==> config.mk <==
export PLATFORM = sky130hd
export DESIGN_NAME = alu_stage
export DESIGN_NICKNAME = d
export VERILOG_FILES = /design/src/rtl/alu_stage.sv
export SDC_FILE = /design/constraint.sdc
export NUM_CORES = 1
export LEC_CHECK = 0
export ABC_AREA = 0
export CELL_PAD_IN_SITES_DETAIL_PLACEMENT = 1
export CELL_PAD_IN_SITES_GLOBAL_PLACEMENT = 1
export CORE_MARGIN = 5
export CORE_UTILIZATION = 35
export CTS_CLUSTER_SIZE = 24
export DETAILED_ROUTE_END_ITERATION = 7
export PLACE_DENSITY = 0.82
export SYNTH_ARGS = -nofsm -noshare
export SYNTH_HDL_FRONTEND = slang
export SYNTH_SLANG_ARGS = --single-unit
==> constraint.sdc <==
create_clock -name clk -period 4.1 [get_ports clk]
set_input_delay 0.41 -clock clk [delete_from_list [all_inputs] [get_ports clk]]
set_output_delay 0.41 -clock clk [all_outputs]
set_load 0.05 [all_outputs]
==> src/rtl/alu_stage.sv <==
// alu_stage: eight-bit arithmetic/logic stage that drives Register A's alu_result input.
//
// A start request captures operands B and C and a 3-bit function code. The stage then waits
// SETTLE_CYCLES clocks to model relay propagation. After that it registers the result and the
// sign/carry/zero condition flags, and raises result_valid for exactly one cycle.
//
// Ports:
//   clk          system clock, rising edge
//   reset        synchronous active-high reset
//   b_in, c_in   operands B and C (N bits)
//   func         operation select, latched together with the operands
//   start        request to begin an operation
//   alu_result   registered result; holds until the next completed operation
//   result_valid one-cycle strobe, high while in DONE
//   busy         high while in SETTLE or DONE
//   sign, carry, zero  condition flags of the last result
module alu_stage #(
  parameter int unsigned N             = 8,
  parameter int unsigned SETTLE_CYCLES = 3   // legal range 1..15
) (
  input  logic         clk,
  input  logic         reset,
  input  logic [N-1:0] b_in,
  input  logic [N-1:0] c_in,
  input  logic [2:0]   func,
  input  logic         start,
  output logic [N-1:0] alu_result,
  output logic         result_valid,
  output logic         busy,
  output logic         sign,
  output logic         carry,
  output logic         zero
);

  typedef enum logic [1:0] {StIdle, StSettle, StDone} state_e;

  localparam logic [3:0] CntInit = 4'(SETTLE_CYCLES - 1);

  state_e       state_q, state_d;
  logic [3:0]   cnt_q, cnt_d;
  logic [N-1:0] b_q, b_d, c_q, c_d;
  logic [2:0]   func_q, func_d;
  logic [N-1:0] res_q, res_d;
  logic         sign_q, sign_d, carry_q, carry_d, zero_q, zero_d;
  logic         valid_q, valid_d, busy_q, busy_d;

  // Combinational ALU over the latched operands
  logic [N:0]   sum;
  logic [N-1:0] alu_r;
  logic         alu_c;

  always_comb begin
    sum   = '0;
    alu_r = '0;
    alu_c = 1'b0;
    unique case (func_q)
      3'b000: begin
        sum   = {1'b0, b_q} + {1'b0, c_q};
        alu_r = sum[N-1:0];
        alu_c = sum[N];
      end
      3'b001: begin
        sum   = {1'b0, b_q} + (N+1)'(1);
        alu_r = sum[N-1:0];
        alu_c = sum[N];
      end
      3'b010: alu_r = b_q & c_q;
      3'b011: alu_r = b_q | c_q;
      3'b100: alu_r = b_q ^ c_q;
      3'b101: alu_r = ~b_q;
      3'b110: alu_r = {b_q[N-2:0], b_q[N-1]};
      3'b111: alu_r = '0;
    endcase
  end

  always_comb begin
    state_d = state_q;
    cnt_d   = cnt_q;
    b_d     = b_q;
    c_d     = c_q;
    func_d  = func_q;
    res_d   = res_q;
    sign_d  = sign_q;
    carry_d = carry_q;
    zero_d  = zero_q;

    unique case (state_q)
      StIdle: begin
        if (start) begin
          b_d     = b_in;
          c_d     = c_in;
          func_d  = func;
          cnt_d   = CntInit;
          state_d = StSettle;
        end
      end
      StSettle: begin
        // Inputs, including start, are deliberately ignored while settling
        if (cnt_q != 4'd0) begin
          cnt_d = cnt_q - 4'd1;
        end else begin
          res_d   = alu_r;
          sign_d  = alu_r[N-1];
          carry_d = alu_c;
          zero_d  = (alu_r == '0);
          state_d = StDone;
        end
      end
      StDone: begin
        // A held start runs operations back-to-back without passing through IDLE
        if (start) begin
          b_d     = b_in;
          c_d     = c_in;
          func_d  = func;
          cnt_d   = CntInit;
          state_d = StSettle;
        end else begin
          state_d = StIdle;
        end
      end
      default: state_d = StIdle;
    endcase

    // Status outputs are registered copies decoded from the next state
    busy_d  = (state_d != StIdle);
    valid_d = (state_d == StDone);
  end

  always_ff @(posedge clk) begin
    if (reset) begin
      state_q <= StIdle;
      cnt_q   <= '0;
      b_q     <= '0;
      c_q     <= '0;
      func_q  <= '0;
      res_q   <= '0;
      sign_q  <= 1'b0;
      carry_q <= 1'b0;
      zero_q  <= 1'b0;
      valid_q <= 1'b0;
      busy_q  <= 1'b0;
    end else begin
      state_q <= state_d;
      cnt_q   <= cnt_d;
      b_q     <= b_d;
      c_q     <= c_d;
      func_q  <= func_d;
      res_q   <= res_d;
      sign_q  <= sign_d;
      carry_q <= carry_d;
      zero_q  <= zero_d;
      valid_q <= valid_d;
      busy_q  <= busy_d;
    end
  end

  assign alu_result   = res_q;
  assign result_valid = valid_q;
  assign busy         = busy_q;
  assign sign         = sign_q;
  assign carry        = carry_q;
  assign zero         = zero_q;

endmodule

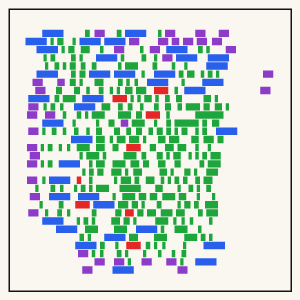
(images/placement_by_type.png)
Drawn at 3 px/um.
Key: other buffers and delay cells = purple [cells 37, share of their area 13%]; clock drivers and dummy loads = red [cells 8, share of their area 3.5%]; combinational and other logic = green [cells 261, share of their area 57%]; flops = blue [cells 37, share of their area 27%]

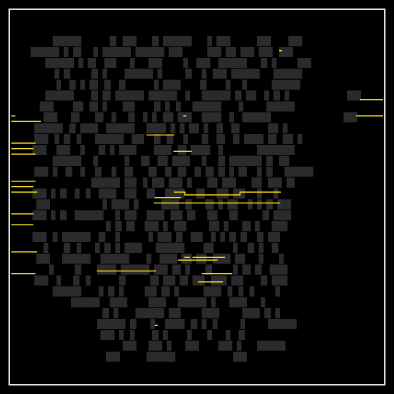
(images/layer_met3.png)
Drawn at 4 px/um.
The layer carries 200 um of wire. The longest straight run is 31.3 um. 22 nets have wire on it.

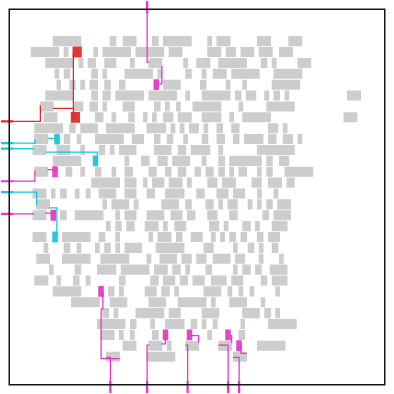
(images/io_fan.png)
Drawn at 4 px/um.
Key: `start` = red [direction input, edge left, end cells 2, buffers 1, wire 32.1 um]; `func` = cyan [direction input, edge left, end cells 3, buffers 3, wire 48.8 um]; `c_in` = magenta [direction input, edge 5 bottom, 2 left, 1 top, end cells 8, buffers 8, wire 118 um]
num ports: 35
I/O Buffers: 34

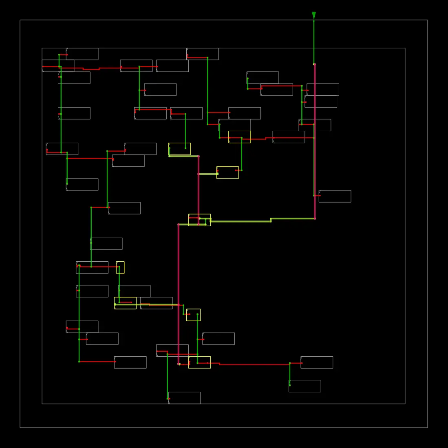
(images/clocks.png)
Latency at later pin: 0.30 ns
Setup Skew: 0.00883 ns

==> reports/results.txt <==
Flops: 37
Number of non-clock buffers in the layout: 37
Post-synthesis net count: 359
Crit Path Class: flop to flop
Dominant cell area share: 30.4%
Area contributors post-synth: dfxtp_1 (30%), ha_1 (9.2%), nand2_1 (8.5%), a21oi_1 (8.0%), nor2_1 (4.5%)
Status: completed
Async SR Flop Fraction: 0%
DRT iter0 DRCs: 92
CTS tree: built
Leading cell type by number of instances after synthesis: nand2_1
Die ar.: 8740 um^2
Layout Nets: 383
Pre-Place Util: 35.9%
Cell count listed in synth_stat.txt: 318
Fin util: 42.7%
Hold Violations, Final: 0
Crit share post-route: 62.5%
Pleak: 1.08 nW
Average wire per standard cell: 15.0 um
Die width: 93.5 um
Relative slew margins: 37.8%
Drt first pass iters: 4
Met1 Use GR: 19.2%
CORE AREA: 6790 um^2
DP HPWL: 5160 um
CP Cell Sequence: inv_1, ha_1, a211oi_2, nor3b_2, o31ai_1, mux2i_1, o211ai_1, or3_1, o21ai_1
Top cells by count, synth: nand2_1 (55), a21oi_1 (39), dfxtp_1 (37)
CP required: 4.33 ns
Cell row count: 30
Ys flops: 37
CTS Sinks: 37
Flop2flop setup slack: 1.54 ns
Remaining DRCs: 0
Worst-path fanout max: 8
Pin count of the biggest net entering global routing: 38
Tap Count: 96
Tot GR Track Use: 15.8%
Reg clk slew, reported paths: 0.08 ns
Clk buf depth: 2
metrics by stage:
stage / std cells / hold slack (ns)
after global routing: 439 / 0.500
after floorplan: 318 / 0.453
final: 439 / 0.466
after detailed placement: 431 / 0.463
after global placement: 431 / 0.447
after CTS: 439 / 0.475
worst paths after layout:
check / from / end / cells past startpoint
setup / recovery: b_q[1] / zero / 9
hold / removal: alu_result[0] / alu_result[0] / 2
setup reg to reg: b_q[1] / zero / 9
hold reg to reg: alu_result[0] / alu_result[0] / 2
sequential cells by signal (all words and copies together) (netlist names):
signal        cells
cnt_q             4
func_q            3
zero              1
busy              1
result_valid      1
c_q               8
b_q               8
state_q           2
alu_result        8
carry             1
critical path, delay by kind of cell, from the launching register on:
| kind | cells | cell delay [ns] |
|---|---|---|
| simple gates | 2 | 0.49 |
| buf+inv | 1 | 0.12 |
| compound gates | 4 | 0.84 |
| mux | 1 | 0.22 |
| fa+ha+maj | 1 | 0.35 |
| flops | 1 | 0.48 |
cells in the final DEF, fill, tap and decap left out, drive strengths merged, types with 4 or more instances in the layout:
cell and instances:
clkbuf 6, a211oi 5, nor3 6, nor2 29, a21oi 40, dfxtp 37
nor2b 6, mux2i 7, o21ai 9, o31ai 4, nand3 5, clkdlybuf4s50 34
xnor2 9, ha 18, inv 22, o22ai 8, nand2b 6, nand2 55
power by group:
part	switching, W	leakage [nW]	internal [W]
sequential	0.0000347	0.303	0.000386
clock	0.000139	0.0512	0.000136
combinational	0.000170	0.723	0.000120
total	0.000344	1.08	0.000643
routing by layer:
metal,routed length (um),share of wire [%]
met4,118,1.8
met2,3400,52
met5,0,0
met3,199,3.0
met1,2880,44
Power figures rest on the tool's default switching activity, not on a simulated workload.
